run_1/m1.png
Cells faint in the background.
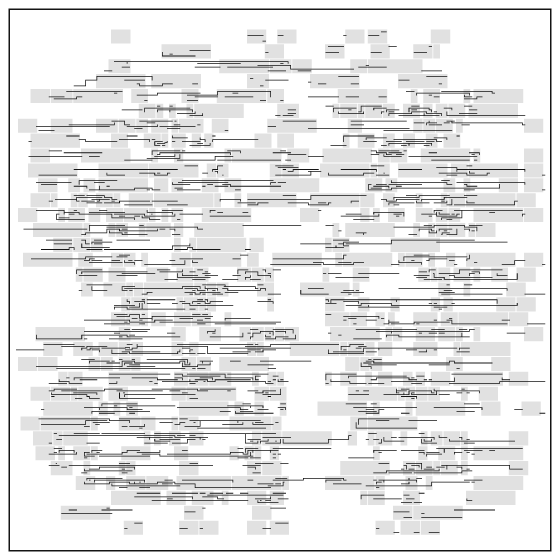
run_1/m2.png
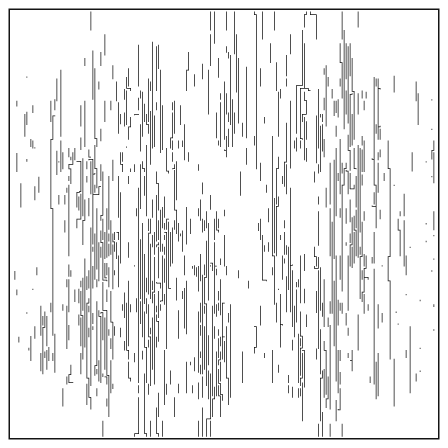
run_1/m4.png
Cells faint in the background.
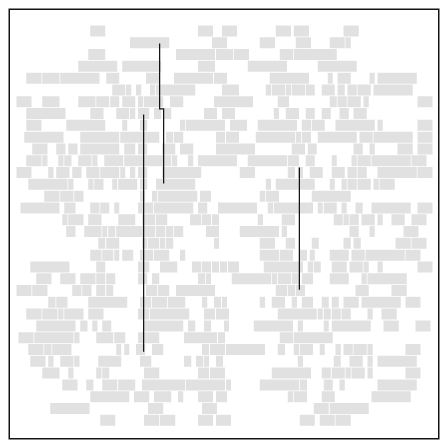
<file path="config.mk">
export PLATFORM = sky130hd
export DESIGN_NAME = clock_enable_ctrl
export DESIGN_NICKNAME = d
export VERILOG_FILES = /design/src/rtl/clock_enable_ctrl_pkg.sv /design/src/rtl/clock_enable_ctrl_divider.sv /design/src/rtl/clock_enable_ctrl.sv
export SDC_FILE = /design/constraint.sdc
export NUM_CORES = 1
export LEC_CHECK = 0
export CAP_MARGIN = 20
export CORE_UTILIZATION = 40
export CTS_BUF_LIST = sky130_fd_sc_hd__clkbuf_4
export CTS_CLUSTER_SIZE = 8
export DETAILED_ROUTE_END_ITERATION = 7
export GPL_ROUTABILITY_DRIVEN = 0
export GPL_TIMING_DRIVEN = 0
export PLACE_DENSITY_LB_ADDON = 0.1
export SLEW_MARGIN = 40
export SYNTH_ARGS = -nofsm -noshare
export SYNTH_HDL_FRONTEND = slang
export SYNTH_SLANG_ARGS = --single-unit
</file>
<file path="constraint.sdc">
create_clock -name clk -period 2.5 [get_ports clk]
set_input_delay 0.25 -clock clk [delete_from_list [all_inputs] [get_ports clk]]
set_output_delay 0.25 -clock clk [all_outputs]
set_load 0.02 [all_outputs]
</file>
<file path="src/rtl/clock_enable_ctrl_pkg.sv">
// Shared definitions for the clock-enable controller: FSM encoding and default widths.
package clock_enable_ctrl_pkg;

    localparam int DIV_WIDTH_DEF  = 8;
    localparam int STEP_WIDTH_DEF = 16;
    localparam int CNT_WIDTH_DEF  = 32;

    typedef enum logic [1:0] {
        ST_IDLE = 2'd0,
        ST_RUN  = 2'd1,
        ST_STEP = 2'd2
    } ce_state_e;

endpackage

</file>
<file path="src/rtl/clock_enable_ctrl_divider.sv">
// Programmable divider: counts 0..period while enabled and flags the terminal count.
module clock_divider
    import clock_enable_ctrl_pkg::*;
#(
    parameter int WIDTH = DIV_WIDTH_DEF
) (
    input  logic             clk,
    input  logic             rst,
    input  logic             clear,
    input  logic             en,
    input  logic [WIDTH-1:0] period,
    output logic             tick
);

    logic [WIDTH-1:0] cnt_q;
    logic [WIDTH-1:0] cnt_d;

    // Next count: clear has priority, otherwise wrap at period while enabled.
    always_comb begin
        cnt_d = cnt_q;
        if (clear) begin
            cnt_d = {WIDTH{1'b0}};
        end else if (en) begin
            if (cnt_q == period) begin
                cnt_d = {WIDTH{1'b0}};
            end else begin
                cnt_d = cnt_q + WIDTH'(1);
            end
        end else begin
            cnt_d = cnt_q;
        end
    end

    // Counter register.
    always_ff @(posedge clk or posedge rst) begin
        if (rst) begin
            cnt_q <= {WIDTH{1'b0}};
        end else begin
            cnt_q <= cnt_d;
        end
    end

    assign tick = en & ~clear & (cnt_q == period);

endmodule

</file>
<file path="src/rtl/clock_enable_ctrl.sv">
// Run/step/halt controller issuing a divided, registered clock-enable and counting issued pulses.
module clock_enable_ctrl
    import clock_enable_ctrl_pkg::*;
#(
    parameter int DIV_WIDTH  = DIV_WIDTH_DEF,
    parameter int STEP_WIDTH = STEP_WIDTH_DEF,
    parameter int CNT_WIDTH  = CNT_WIDTH_DEF
) (
    input  logic                  clk,
    input  logic                  rst,
    input  logic                  run_req,
    input  logic                  step_req,
    input  logic [STEP_WIDTH-1:0] step_n,
    input  logic                  halt_req,
    input  logic [DIV_WIDTH-1:0]  div,
    input  logic                  clr_cnt,
    output logic                  cpu_ce,
    output logic                  busy,
    output logic                  done,
    output logic [CNT_WIDTH-1:0]  cycle_cnt
);

    ce_state_e             state_q;
    logic [DIV_WIDTH-1:0]  div_q;
    logic [STEP_WIDTH-1:0] remaining_q;
    logic                  cpu_ce_q;
    logic                  done_q;
    logic                  busy_q;
    logic [CNT_WIDTH-1:0]  cycle_cnt_q;
    logic [CNT_WIDTH-1:0]  cycle_cnt_d;
    logic                  tick_s;
    logic                  div_clear_s;
    logic                  div_en_s;

    // Holding the divider cleared in IDLE makes every accepted command start from count 0.
    assign div_clear_s = (state_q == ST_IDLE);
    assign div_en_s    = (state_q != ST_IDLE);

    clock_divider #(
        .WIDTH (DIV_WIDTH)
    ) u_divider (
        .clk    (clk),
        .rst    (rst),
        .clear  (div_clear_s),
        .en     (div_en_s),
        .period (div_q),
        .tick   (tick_s)
    );

    // Control FSM; halt wins over a tick, which also drops any enable due on that edge.
    always_ff @(posedge clk or posedge rst) begin
        if (rst) begin
            state_q     <= ST_IDLE;
            div_q       <= {DIV_WIDTH{1'b0}};
            remaining_q <= {STEP_WIDTH{1'b0}};
            cpu_ce_q    <= 1'b0;
            done_q      <= 1'b0;
            busy_q      <= 1'b0;
        end else begin
            cpu_ce_q <= 1'b0;
            done_q   <= 1'b0;
            case (state_q)
                ST_IDLE: begin
                    if (run_req) begin
                        state_q <= ST_RUN;
                        busy_q  <= 1'b1;
                        div_q   <= div;
                    end else if (step_req && (step_n != {STEP_WIDTH{1'b0}})) begin
                        state_q     <= ST_STEP;
                        busy_q      <= 1'b1;
                        div_q       <= div;
                        remaining_q <= step_n;
                    end else begin
                        busy_q <= 1'b0;
                    end
                end
                ST_RUN: begin
                    if (halt_req) begin
                        state_q <= ST_IDLE;
                        busy_q  <= 1'b0;
                    end else begin
                        cpu_ce_q <= tick_s;
                    end
                end
                ST_STEP: begin
                    if (halt_req) begin
                        state_q <= ST_IDLE;
                        busy_q  <= 1'b0;
                    end else if (tick_s) begin
                        cpu_ce_q    <= 1'b1;
                        remaining_q <= remaining_q - STEP_WIDTH'(1);
                        if (remaining_q == STEP_WIDTH'(1)) begin
                            done_q  <= 1'b1;
                            state_q <= ST_IDLE;
                            busy_q  <= 1'b0;
                        end else begin
                            state_q <= ST_STEP;
                        end
                    end else begin
                        state_q <= ST_STEP;
                    end
                end
                default: begin
                    state_q <= ST_IDLE;
                    busy_q  <= 1'b0;
                end
            endcase
        end
    end

    // Count each cycle in which the enable is high; clear wins over the increment.
    always_comb begin
        cycle_cnt_d = cycle_cnt_q;
        if (clr_cnt) begin
            cycle_cnt_d = {CNT_WIDTH{1'b0}};
        end else if (cpu_ce_q) begin
            cycle_cnt_d = cycle_cnt_q + CNT_WIDTH'(1);
        end else begin
            cycle_cnt_d = cycle_cnt_q;
        end
    end

    // Pulse counter register.
    always_ff @(posedge clk or posedge rst) begin
        if (rst) begin
            cycle_cnt_q <= {CNT_WIDTH{1'b0}};
        end else begin
            cycle_cnt_q <= cycle_cnt_d;
        end
    end

    assign cpu_ce    = cpu_ce_q;
    assign done      = done_q;
    assign busy      = busy_q;
    assign cycle_cnt = cycle_cnt_q;

endmodule

</file>
==> results.sh, run 1 <==
# yosys + openroad results
export IMPL_status="finished clean"
export IMPL_r2r_end="remaining_q[8]"
export IMPL_crit_path_end_kind="flip-flop"
export IMPL_hold_class="in2async"
export IMPL_dr_pass1_iters=4
export IMPL_cap_violations=0
export IMPL_grt_max_degree=52
export IMPL_synthArstFlopShare=1.00
export IMPL_yosys_area_top_type_share=0.462
export IMPL_cts_root_buf="clkbuf_4"
export IMPL_postCtsHoldBufs=0
export IMPL_finClkSkew_ns=0.0174
export IMPL_synth_cell_area_um2=3740
export IMPL_net_switching_power_uw=1320
export IMPL_logic_family="simple AND/OR/NAND/NOR gates"
export IMPL_yosys_warnings=0
export IMPL_ys_flop_type="dfrtp_1"
export IMPL_fp_row_count=34
export IMPL_antenna_found_initial=0
export IMPL_final_common_cell="dfrtp_1"
export IMPL_vias_per_cell=5.49
export IMPL_setup_violations=0
export IMPL_first_iter_violations=136
export IMPL_post_cts_resized=0
export IMPL_combPwrFrac=0.344
export IMPL_switching_share=0.374
export IMPL_cts_max_level=3
export IMPL_yosys_area_um2=3740
export IMPL_aoi_share=0.0961
export IMPL_post_cts_buffers=0
export IMPL_hold_viol=0
export IMPL_nFillCells=823
export IMPL_final_cell_area_um2=4700
export IMPL_drc=0
export IMPL_dieHeight_um=98.7
Notes on m1.png above:
main direction = horizontal
share of all routed wire = 47%
GR Layer Usage met1: 0.249
total number of vias: 3098
Routed WL: 8510 um

Notes on m2.png above:
nets with wire on the layer = 419
main direction = vertical
met2 Resource Use GR: 0.315

Notes on m4.png above:
longest straight run = 54.4 um
nets with wire on the layer = 2
main direction = vertical
wire length on this layer = 115 um
share of all routed wire = 1.4%

-- run 1: stage by stage --
stage          hold slack, ns  worst slack (ns)  std cells   util
6_report                0.112             0.213        564  0.528
5_1_grt                 0.115           0.00172        564  0.528
3_3_place_gp            0.512            -0.772        549  0.507
3_5_place_dp            0.519            -0.142        550  0.512
4_1_cts                 0.110            0.0283        564  0.526
2_1_floorplan           0.321             0.411        378      -
-- run 1: area by class of cell --
| cell class | count | area [um2] | area share |
|---|---|---|---|
| multi-input combinational | 284 | 1930 | 0.410 |
| sequential | 69 | 1730 | 0.368 |
| timing repair buffer | 64 | 658 | 0.140 |
| tap | 108 | 135 | 0.0288 |
| buffer | 13 | 70.1 | 0.0149 |
| clock buffer | 9 | 67.6 | 0.0144 |
| clock inverter | 6 | 63.8 | 0.0136 |
| inverter | 11 | 50.0 | 0.0107 |
-- run 1: routing by layer --
layer / share of wire / up-vias
li1: - / 1525
met1: 0.47 / 1494
met2: 0.48 / 69
met3: 0.037 / 10
met4: 0.014 / 0
met5: 0 / -
-- run 1: power by group through the flow --
stage	Combinational [uW]	Clock [uW]	Sequential (uW)
finish	1210	729	1580
global placement	1160	0	1590
floorplan	906	0	1550
CTS	1200	750	1580
detailed placement	1200	0	1600
global route	1350	799	1610
-- run 1: cell families (layout without fill, tap and decap cells) --
kind of cell / Yosys count / in the layout
and+or+nand+nor: 176 / 176
DFF: 69 / 69
AOI/OAI and AO/OA: 46 / 46
xor gates and xnor gates: 43 / 43
buffers and inverters: 25 / 103
muxes: 12 / 12
adders and majority gates: 7 / 7
-- run 1: cell usage after synthesis, types with 3 or more instances --
library cell,n
nor4_1,10
a21oi_1,6
nor3_1,7
nor2_1,55
o21ai_0,9
clkbuf_1,7
and3_1,7
or3_1,5
xnor2_1,6
and4_1,4
a31oi_1,3
mux2_2,10
nand3_1,23
nand4_1,20
inv_1,10
or4_1,6
a32o_1,7
ha_1,7
dfrtp_1,69
nand2_1,21
xor2_1,37
a21o_1,3
-- run 1: flip-flops by register name, indices dropped and copies added (netlist names) --
name and count:
state_q 2, done 1, u_divider.cnt_q 8, cpu_ce 1
cycle_cnt 32, div_q 8, remaining_q 16, busy 1
-- run 1: how the worst max path moves through the flow --
| stage | startpoint | end | slack [ns] |
|---|---|---|---|
| final | state_q[0] | remaining_q[8] | 0.21 |
| after global routing | state_q[0] | remaining_q[8] | 0.002 |
| after CTS | state_q[0] | remaining_q[8] | 0.03 |
| after detailed placement | step_n[3] | remaining_q[7] | -0.14 |
| after global placement | rst | remaining_q[2] | -0.77 |
| after floorplan | state_q[0] | remaining_q[8] | 0.41 |
-- run 1: worst max-delay path, cell delays in order (launching register included) --
cell	delay [ns]
dfrtp_1	0.42
inv_1	0.09
ha_1	0.13
buf_2	0.24
clkinvlp_4	0.27
nor2_1	0.22
and4b_2	0.40
nand3_1	0.13
a32o_1	0.30
==> run 1 -> run 2 <==
--- a/config.mk
+++ b/config.mk
@@ -6,7 +6,7 @@
 export NUM_CORES = 1
 export LEC_CHECK = 0
 export CAP_MARGIN = 20
-export CORE_UTILIZATION = 40
+export CORE_UTILIZATION = 55
 export CTS_BUF_LIST = sky130_fd_sc_hd__clkbuf_4
 export CTS_CLUSTER_SIZE = 8
 export DETAILED_ROUTE_END_ITERATION = 7
run_2/m4.png
Cells faint in the background.
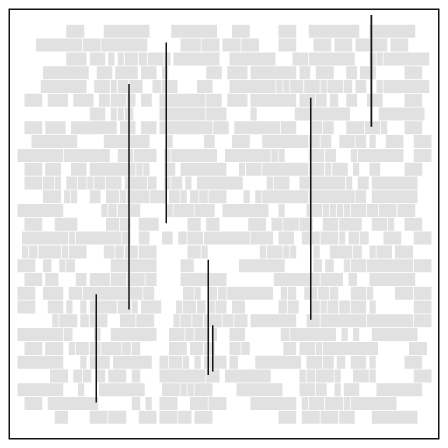
main direction = vertical
share of all routed wire = 2.4%
wire length on this layer = 197 um
Routed WL: 8300 um
total number of vias: 3163

==> results.sh, run 2 <==
# yosys + openroad results
export IMPL_clock_path_buffers=2
export IMPL_final_common_cell="dfrtp_1"
export IMPL_top_cells_by_count="dfrtp_1 (69), nor2_1 (55), xor2_1 (37)"
export IMPL_hold_viol=0
export IMPL_power_frac_clock=0.229
export IMPL_finish_utilization=0.725
export IMPL_critPathMaxStageDelay_ns=0.43
export IMPL_setup_violations=0
export IMPL_most_common_cell="dfrtp_1"
export IMPL_fin_cells=534
export IMPL_dr_pass1_iters=8
export IMPL_die_x_um=84.4
export IMPL_first_iter_violations=146
export IMPL_synthCells=378
export IMPL_p_total_uw=3610
export IMPL_cts_max_level=3
export IMPL_status="finished with violations"
export IMPL_grt_max_degree=55
export IMPL_dieHeight_um=84.4
export IMPL_finClkSkew_ns=0.00760
export IMPL_yosys_area_um2=3740
export IMPL_dp_cells=519
export IMPL_cts_root_buf="clkbuf_4"
export IMPL_violations="design-rule violations"
export IMPL_r2r_end="remaining_q[6]"
export IMPL_cap_violations=0
export IMPL_crit_path_end_kind="flip-flop"
export IMPL_synthArstFlopShare=1.00
export IMPL_ys_flop_type="dfrtp_1"
export IMPL_clk_pin_slew_ns=0.12
export IMPL_fp_row_count=29
export IMPL_largest_register_ff_count=32
export IMPL_antenna_found_initial=0
export IMPL_crit_chain="inv_1 -> ha_1 -> buf_2 -> clkinvlp_4 -> nor2_1 -> and4b_2 -> nand3b_1 -> a32o_1"
export IMPL_ys_types=55
export IMPL_vias_per_cell=5.92
export IMPL_hold_class="in2async"
export IMPL_postCtsHoldBufs=0
export IMPL_drc=6
export IMPL_yosys_warnings=0
export IMPL_switching_share=0.357
export IMPL_relSlewSlack=0.483
export IMPL_critPathSlowestCell="dfrtp_1"
export IMPL_yosys_area_top_type_share=0.462
export IMPL_warnings=29
export IMPL_net_switching_power_uw=1290
export IMPL_area_growth_pct=25.3
run_2/m1.png
Cells faint in the background.
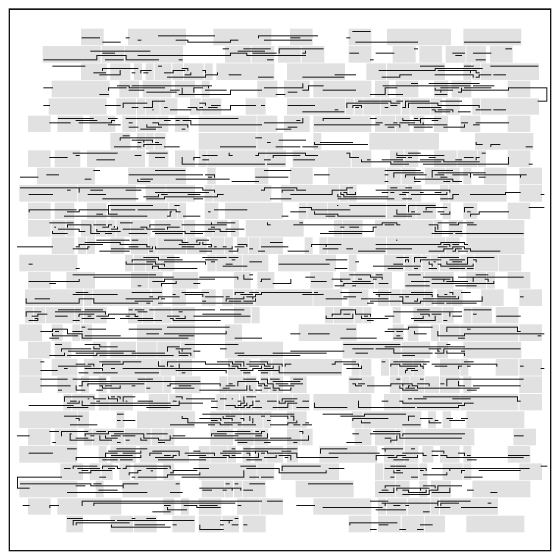
nets with wire on the layer = 434
share of all routed wire = 44%
main direction = horizontal
GR Layer Usage met1: 0.320

==> run 2: cell counts after synthesis <==
No cell type changed its count.
==> run 2: cell families (layout without fill, tap and decap cells) <==
logic type      count (synthesis)  count (layout)  synth area share
simple gates                  176             176             0.252
mux                            12              12            0.0355
flops                          69              69             0.462
fa+ha+maj                       7               7            0.0234
xor+xnor                       43              43             0.101
compound gates                 46              46            0.0961
buf+inv                        25             104            0.0308
==> run 2: worst max-delay path by stage <==
stage	start	end	slack, ns	cells after the start
6_report	state_q[0]	remaining_q[6]	0.19	8
5_1_grt	state_q[0]	remaining_q[8]	0.008	8
4_1_cts	state_q[0]	remaining_q[6]	0.01	8
3_5_place_dp	step_n[6]	remaining_q[2]	-0.13	8
3_3_place_gp	rst	remaining_q[6]	-0.66	2
2_1_floorplan	state_q[0]	remaining_q[8]	0.41	9
==> run 2: layout make-up <==
class	instances	area (um2)
sequential	69	1730
inverter	11	50.0
buffer	13	70.1
multi-input combinational	284	1920
clock buffer	10	75.1
timing repair buffer	64	658
clock inverter	6	87.6
fill	484	1770
tap	77	96.3
==> run 2: through the flow <==
step | worst slack, ns | setup TNS, ns | hold WS [ns] | cell area (um2)
after floorplan | 0.411 | 0 | 0.321 | 3740
after global placement | -0.661 | -46.66 | 0.512 | 4470
after detailed placement | -0.133 | -2.15 | 0.517 | 4500
after CTS | 0.0128 | 0 | 0.0987 | 4660
after global routing | 0.00772 | 0 | 0.114 | 4690
final | 0.187 | 0 | 0.107 | 4690
==> run 2: critical path, delay by kind of cell, from the launching register on <==
family,cells,cell delay (ns)
AND-OR/OR-AND,1,0.29
adder cells (fa/ha/maj),1,0.14
buffers and inverters,3,0.59
flip-flops,1,0.43
AND/OR/NAND/NOR,3,0.76
==> run 2: power groups by stage <==
stage / sequential (uW) / clock, uW / combinational (uW)
6_report: 1580 / 827 / 1200
3_5_place_dp: 1590 / 0 / 1200
4_1_cts: 1570 / 843 / 1200
2_1_floorplan: 1550 / 0 / 906
5_1_grt: 1610 / 889 / 1340
3_3_place_gp: 1590 / 0 / 1150
==> run 2: what timing repair did <==
| action | 4_1_cts | 5_1_grt |
|---|---|---|
| buffers inserted | 0 | 0 |
| gates resized | 0 | 3 |
| setup endpoints to repair | 7 | 12 |
| endpoints found under the hold margin | 0 | 0 |
==> run 2: routing by layer <==
metal  track usage  wire [um]
met1         0.320       3650
met2         0.428       4100
met3        0.0433        358
met4         0.111        197
met5             0          0
Power figures rest on the tool's default switching activity, not on a simulated workload.
